Figure 1. Clock nets.
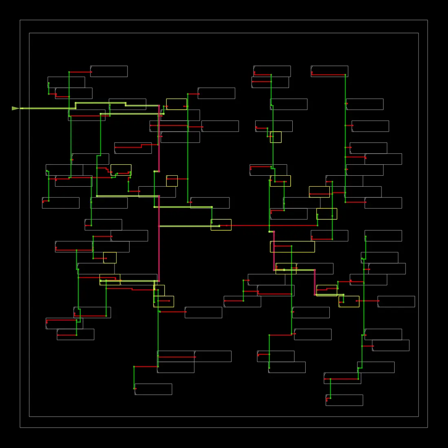
Figure 2. Met1 routing.
(3 px per um) Supply wires on this layer in grey.
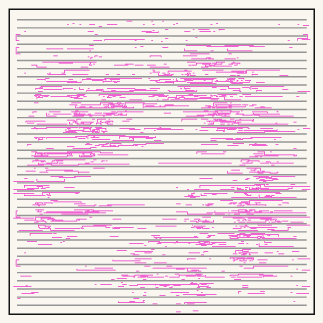
Figure 3. Met3 routing.
(4 px per um) Cells faint in the background.
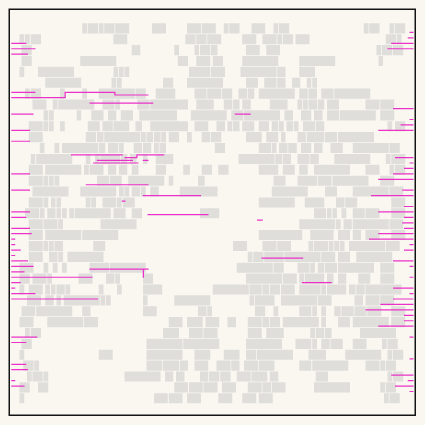
Figure 4. Clock distribution.
(4 px per um)
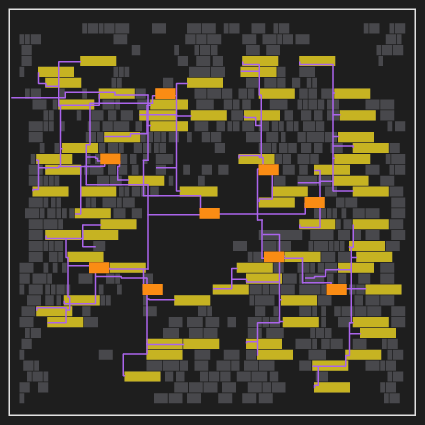
Figure 5. Cell area per tile.
(4 px per um) The die is cut into 10 by 10 equal tiles; white is low, dark blue is high, 0 to 100% covered.
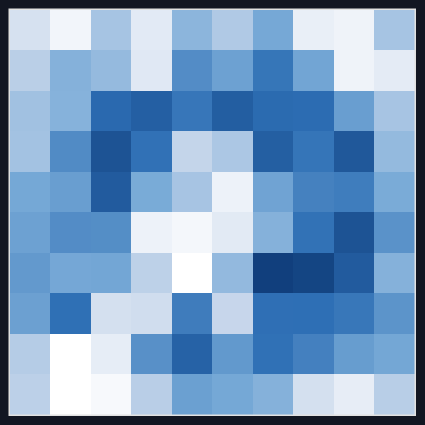
**src/rtl/axi_default_slave_pkg.sv**
```systemverilog
// Shared AXI widths and response codes for the default (DECERR) slave.
`default_nettype none
package axi_default_slave_pkg;
  localparam int AXI_IDS_BITS  = 8;
  localparam int AXI_ADDR_BITS = 32;
  localparam int AXI_LEN_BITS  = 8;
  localparam int AXI_DATA_BITS = 32;
  localparam int AXI_STRB_BITS = 4;

  localparam logic [1:0] AXI_RESP_OKAY   = 2'b00;
  localparam logic [1:0] AXI_RESP_DECERR = 2'b11;
endpackage
`default_nettype wire

```
**src/rtl/axi_default_slave_sd_sat_cnt.sv**
```systemverilog
// Saturating up-counter with synchronous clear; holds at all-ones.
`default_nettype none
module sd_sat_cnt #(
  parameter int WIDTH = 16
) (
  input  logic             clk,
  input  logic             rst,
  input  logic             inc,
  input  logic             clear,
  output logic [WIDTH-1:0] count
);

  always_ff @(posedge clk or posedge rst) begin
    if (rst) begin
      count <= '0;
    end else if (clear) begin
      count <= '0;
    end else if (inc && (count != '1)) begin
      count <= count + 1'b1;
    end
  end

endmodule
`default_nettype wire

```
**src/rtl/axi_default_slave.sv**
```systemverilog
// AXI4 default slave: completes every unmapped read/write burst with DECERR
// and counts the terminated transactions.
`default_nettype none
module axi_default_slave
  import axi_default_slave_pkg::*;
#(
  parameter logic [31:0] RDATA_FILL = 32'h0000_0000,
  parameter int          CNT_BITS   = 16
) (
  input  logic                     ACLK,
  input  logic                     ARESET,
  input  logic [AXI_IDS_BITS-1:0]  AWID,
  input  logic [AXI_ADDR_BITS-1:0] AWADDR,
  input  logic [AXI_LEN_BITS-1:0]  AWLEN,
  input  logic [2:0]               AWSIZE,
  input  logic [1:0]               AWBURST,
  input  logic                     AWVALID,
  output logic                     AWREADY,
  input  logic [AXI_DATA_BITS-1:0] WDATA,
  input  logic [AXI_STRB_BITS-1:0] WSTRB,
  input  logic                     WLAST,
  input  logic                     WVALID,
  output logic                     WREADY,
  output logic [AXI_IDS_BITS-1:0]  BID,
  output logic [1:0]               BRESP,
  output logic                     BVALID,
  input  logic                     BREADY,
  input  logic [AXI_IDS_BITS-1:0]  ARID,
  input  logic [AXI_ADDR_BITS-1:0] ARADDR,
  input  logic [AXI_LEN_BITS-1:0]  ARLEN,
  input  logic [2:0]               ARSIZE,
  input  logic [1:0]               ARBURST,
  input  logic                     ARVALID,
  output logic                     ARREADY,
  output logic [AXI_IDS_BITS-1:0]  RID,
  output logic [AXI_DATA_BITS-1:0] RDATA,
  output logic [1:0]               RRESP,
  output logic                     RLAST,
  output logic                     RVALID,
  input  logic                     RREADY,
  output logic [CNT_BITS-1:0]      WR_ERR_CNT,
  output logic [CNT_BITS-1:0]      RD_ERR_CNT
);

  typedef enum logic [1:0] {
    W_IDLE = 2'd0,
    W_DATA = 2'd1,
    W_RESP = 2'd2
  } w_state_t;

  typedef enum logic [0:0] {
    R_IDLE = 1'b0,
    R_DATA = 1'b1
  } r_state_t;

  w_state_t w_state, w_next;
  r_state_t r_state, r_next;

  logic [AXI_IDS_BITS-1:0] bid_q;
  logic [AXI_IDS_BITS-1:0] rid_q;
  logic [AXI_LEN_BITS-1:0] rlen_q;
  logic [AXI_LEN_BITS-1:0] beat_q;

  logic awready_int, wready_int, bvalid_int, wr_done;
  logic arready_int, rvalid_int, rlast_int, rd_done;

  // Address, size, burst and write data carry no meaning for a DECERR responder.
  logic unused_inputs;
  assign unused_inputs = ^{AWADDR, AWLEN, AWSIZE, AWBURST, WDATA, WSTRB,
                           ARADDR, ARSIZE, ARBURST};

  // ---------------- write path ----------------
  always_ff @(posedge ACLK or posedge ARESET) begin
    if (ARESET) begin
      w_state <= W_IDLE;
      bid_q   <= '0;
    end else begin
      w_state <= w_next;
      if ((w_state == W_IDLE) && AWVALID) begin
        bid_q <= AWID;
      end
    end
  end

  always_comb begin
    w_next      = w_state;
    awready_int = 1'b0;
    wready_int  = 1'b0;
    bvalid_int  = 1'b0;
    wr_done     = 1'b0;
    case (w_state)
      W_IDLE: begin
        awready_int = 1'b1;
        // A W beat is only taken together with its AW so the ID is never lost.
        wready_int  = AWVALID;
        if (AWVALID) begin
          w_next = (WVALID && WLAST) ? W_RESP : W_DATA;
        end
      end
      W_DATA: begin
        wready_int = 1'b1;
        if (WVALID && WLAST) begin
          w_next = W_RESP;
        end
      end
      W_RESP: begin
        bvalid_int = 1'b1;
        if (BREADY) begin
          w_next  = W_IDLE;
          wr_done = 1'b1;
        end
      end
      default: w_next = W_IDLE;
    endcase
  end

  assign AWREADY = awready_int & ~ARESET;
  assign WREADY  = wready_int & ~ARESET;
  assign BVALID  = bvalid_int;
  assign BID     = bvalid_int ? bid_q : '0;
  assign BRESP   = bvalid_int ? AXI_RESP_DECERR : AXI_RESP_OKAY;

  // ---------------- read path ----------------
  always_ff @(posedge ACLK or posedge ARESET) begin
    if (ARESET) begin
      r_state <= R_IDLE;
      rid_q   <= '0;
      rlen_q  <= '0;
      beat_q  <= '0;
    end else begin
      r_state <= r_next;
      if ((r_state == R_IDLE) && ARVALID) begin
        rid_q  <= ARID;
        rlen_q <= ARLEN;
        beat_q <= '0;
      end else if ((r_state == R_DATA) && RREADY) begin
        beat_q <= beat_q + 1'b1;
      end
    end
  end

  always_comb begin
    r_next      = r_state;
    arready_int = 1'b0;
    rvalid_int  = 1'b0;
    rlast_int   = 1'b0;
    rd_done     = 1'b0;
    case (r_state)
      R_IDLE: begin
        arready_int = 1'b1;
        if (ARVALID) begin
          r_next = R_DATA;
        end
      end
      R_DATA: begin
        rvalid_int = 1'b1;
        rlast_int  = (beat_q == rlen_q);
        if (RREADY && rlast_int) begin
          r_next  = R_IDLE;
          rd_done = 1'b1;
        end
      end
      default: r_next = R_IDLE;
    endcase
  end

  assign ARREADY = arready_int & ~ARESET;
  assign RVALID  = rvalid_int;
  assign RLAST   = rlast_int;
  assign RID     = rvalid_int ? rid_q : '0;
  assign RDATA   = rvalid_int ? RDATA_FILL : '0;
  assign RRESP   = rvalid_int ? AXI_RESP_DECERR : AXI_RESP_OKAY;

  // ---------------- error counters ----------------
  sd_sat_cnt #(.WIDTH(CNT_BITS)) u_wr_cnt (
    .clk   (ACLK),
    .rst   (ARESET),
    .inc   (wr_done),
    .clear (1'b0),
    .count (WR_ERR_CNT)
  );

  sd_sat_cnt #(.WIDTH(CNT_BITS)) u_rd_cnt (
    .clk   (ACLK),
    .rst   (ARESET),
    .inc   (rd_done),
    .clear (1'b0),
    .count (RD_ERR_CNT)
  );

endmodule
`default_nettype wire

```
**config.mk**
```make
export PLATFORM = sky130hd
export DESIGN_NAME = axi_default_slave
export DESIGN_NICKNAME = d
export VERILOG_FILES = /design/src/rtl/axi_default_slave_pkg.sv /design/src/rtl/axi_default_slave_sd_sat_cnt.sv /design/src/rtl/axi_default_slave.sv
export SDC_FILE = /design/constraint.sdc
export NUM_CORES = 1
export LEC_CHECK = 0
export CAP_MARGIN = 5
export CORE_MARGIN = 2
export CORE_UTILIZATION = 37
export CTS_BUF_LIST = sky130_fd_sc_hd__clkbuf_8
export CTS_CLUSTER_DIAMETER = 80
export DETAILED_ROUTE_END_ITERATION = 6
export GPL_TIMING_DRIVEN = 0
export PLACE_DENSITY = 0.8
export SYNTH_ARGS = -nofsm -noshare
export SYNTH_HDL_FRONTEND = slang
export SYNTH_SLANG_ARGS = --single-unit
```
**constraint.sdc**
```tcl
create_clock -name ACLK -period 2.08 [get_ports ACLK]
set_input_delay 0.208 -clock ACLK [delete_from_list [all_inputs] [get_ports ACLK]]
set_output_delay 0.208 -clock ACLK [all_outputs]
set_load 0.01 [all_outputs]
```
==> run_results.csv <==
group,metric,value,unit
run_status,status,"complete, no violations",
drt,dr.first_iter.drc_count,32,
drt,dr.pass1.iters,4,
die,coreArea,9196,um^2
run,warning_count,144,
critical_path,rrSetupSlack,0.26,ns
synthesis,simple_gate_area_share,24.94,%
critical_path,endpoint_kind,"output port",
timing,fmax,506.4,MHz
clocking,cts_tree,"done",
cells_and_area,diodes,0,
synthesis,synth_area_per_cell,9.949,um^2
critical_path,timing.rr.end,"u_rd_cnt.count[1]$_DFFE_PP0P_",
synthesis,top_cell_area_share,48.01,%
power_and_ir_drop,power_density,886.1,nW/um^2
synthesis,most_common_cell,"nand2_1",
timing,setup_viol,0,
critical_path,crit_end,"BID[5]",
place,gp_congestion,0.8232,
clocking,cts.sinks,67,
critical_path,path_class,"flop to output port",
synthesis,syn_inst,351,
clocking,clk_pin_slew_worst_paths,0.08,ns
synthesis,edf_count,0,
critical_path,arrival,1.77,ns
synthesis,yosys-top-cells-area,"dfrtp_1, buf_4, xnor2_1",
synthesis,flop_cell,"dfrtp_1",
synthesis,fa_ha_area_share,1.075,%
global_routing,grt-ovfl-total,0,
timing,worst_slack,0.1051,ns
cells_and_area,combGateArea,1604,um^2
drt,via_count,2837,
drt,wirelength,7697,um
global_routing,grt_pass1_wl,12360,um
global_routing,grt_max_degree,68,
timing,hold_slack,0.3782,ns
synthesis,synthTopLogicFamily,"simple AND/OR/NAND/NOR gates",
synthesis,yosysChipArea,3492,um^2
timing,slew_headroom,45.51,%
timing,hold_viol,0,
synthesis,ys_seq_share,48.01,%
die,dieArea,10230,um^2
global_routing,grt_use_total,15.21,%
cells_and_area,final_util,53.97,%
drt,ant_nets,0,
synthesis,yosysTopAreaCell,"dfrtp_1",
place,place_hpwl,5466,um
die,io_pins,240,
timing,period_needed,1.975,ns
clocking,clockBufferDepth,2,
timing,final.setup.tns,0,ns
clocking,cts_root_buf,"clkbuf_8",
cells_and_area,fillers,864,
place,place_ws,-0.04483,ns
synthesis,ys_sh_xor,9.280,%
critical_path,worst-r2r-cell-count,8,
timing,rsz0062_at_grt,"no",
die,row_count,35,
synthesis,ys_ff,67,
cells_and_area,finalNonFillerCells,611,
run,drv_cap,0,
hold_path,holdCritPathClass,"input pin to flop",
place,placed_area,4641,um^2
die,fp.dieW,101.2,um
hold_path,whs_endpoint,"rlen_q[6]$_DFFE_PP0P_",
critical_path,cp.required,1.87,ns
critical_path,crit_fanout,7,
critical_path,cp-startpoint,"w_state[1]$_DFFE_PP0P_",
power_and_ir_drop,total_power,0.004398,W
## Picture notes: Figure 1
clock buf count: 11
Final Skew: 0.007844 ns
clk_lat worst skew: 0.35 ns
total CTS buffers: 9
Seq cells: 67

## Picture notes: Figure 2
The layer holds 44% of the routed length. The wires run mostly horizontal. The longest straight run is 30.4 um. 447 nets have wire on it.

## Picture notes: Figure 3
79 nets have wire on it. The layer holds 6.4% of the routed length. The longest straight run is 21.4 um. The wires run mostly horizontal. The layer carries 490 um of wire.

## Picture notes: Figure 4
Key: purple = clock wires [length 904 um]; orange = cells driving clock nets [count 9]; yellow = flip-flops [count 67]
Position of the flops: all over the die.

## Picture notes: Figure 5
The densest ninth of the die: middle right. 3.0% of the tiles are nearly empty. The mean over all tiles is 47%.

[cells in the final DEF (no fill, tap or decap), types with 4 or more instances in the layout]
master,Yosys,final
and3_1,11,11
buf_4,38,52
clkbuf_1,6,4
nand2_1,69,69
xor2_1,5,5
nand3_1,14,14
nor2_1,16,16
clkdlybuf4s50_1,0,88
o21ai_0,5,5
conb_1,1,32
mux2_2,10,10
dfrtp_1,67,63
dfrtp_2,0,4
xnor2_1,32,32
and2_1,18,18
nand4_1,19,19
clkbuf_8,0,11
[critical path: stages, from the launching register on]
cell and delay (ns):
dfrtp_1 0.36, buf_4 0.15, nor2b_4 0.13, buf_4 0.16, and2_1 0.15, clkdlybuf4s50_1 0.47
[layout make-up]
type                            instances  area share (%)
Sequential cell                        67           33.88
Buffer                                 46           6.630
Clock buffer                           11           3.050
Timing Repair Buffer                  102           19.81
Multi-Input combinational cell        266           32.32
Inverter                                3          0.2773
Clock inverter                          5           1.235
Tap cell                              111           2.798
[cell families (layout without fill, tap and decap cells)]
group                    Yosys count  after routing
AND-OR/OR-AND                     13             13
flip-flops                        67             67
multiplexers                      13             13
other                              1             32
XOR/XNOR                          37             37
adder cells (fa/ha/maj)            3              3
AND/OR/NAND/NOR                  168            168
buffers and inverters             49            167
[per-layer routing]
layer	up-vias	global-route usage, %	part of all wire [%]	wire length (um)
met5	-	0	0	0
met2	96	25.17	49	3772
met4	0	4.886	0.83	64
met3	11	4.279	6.4	490
li1	1403	-	-	-
met1	1327	19.32	44	3370
[report_power, final]
part / internal (W) / switching, W
clock network: 0.000620 / 0.000508
logic: 0.000817 / 0.000614
registers: 0.00160 / 0.000240
total: 0.00304 / 0.00136
[repair_timing]
action,in CTS,in global routing
pin swaps,2,4
endpoints found under the setup margin,20,11
cloned,0,1
hold buffers,0,0
buffers inserted,4,8
gates resized,7,8
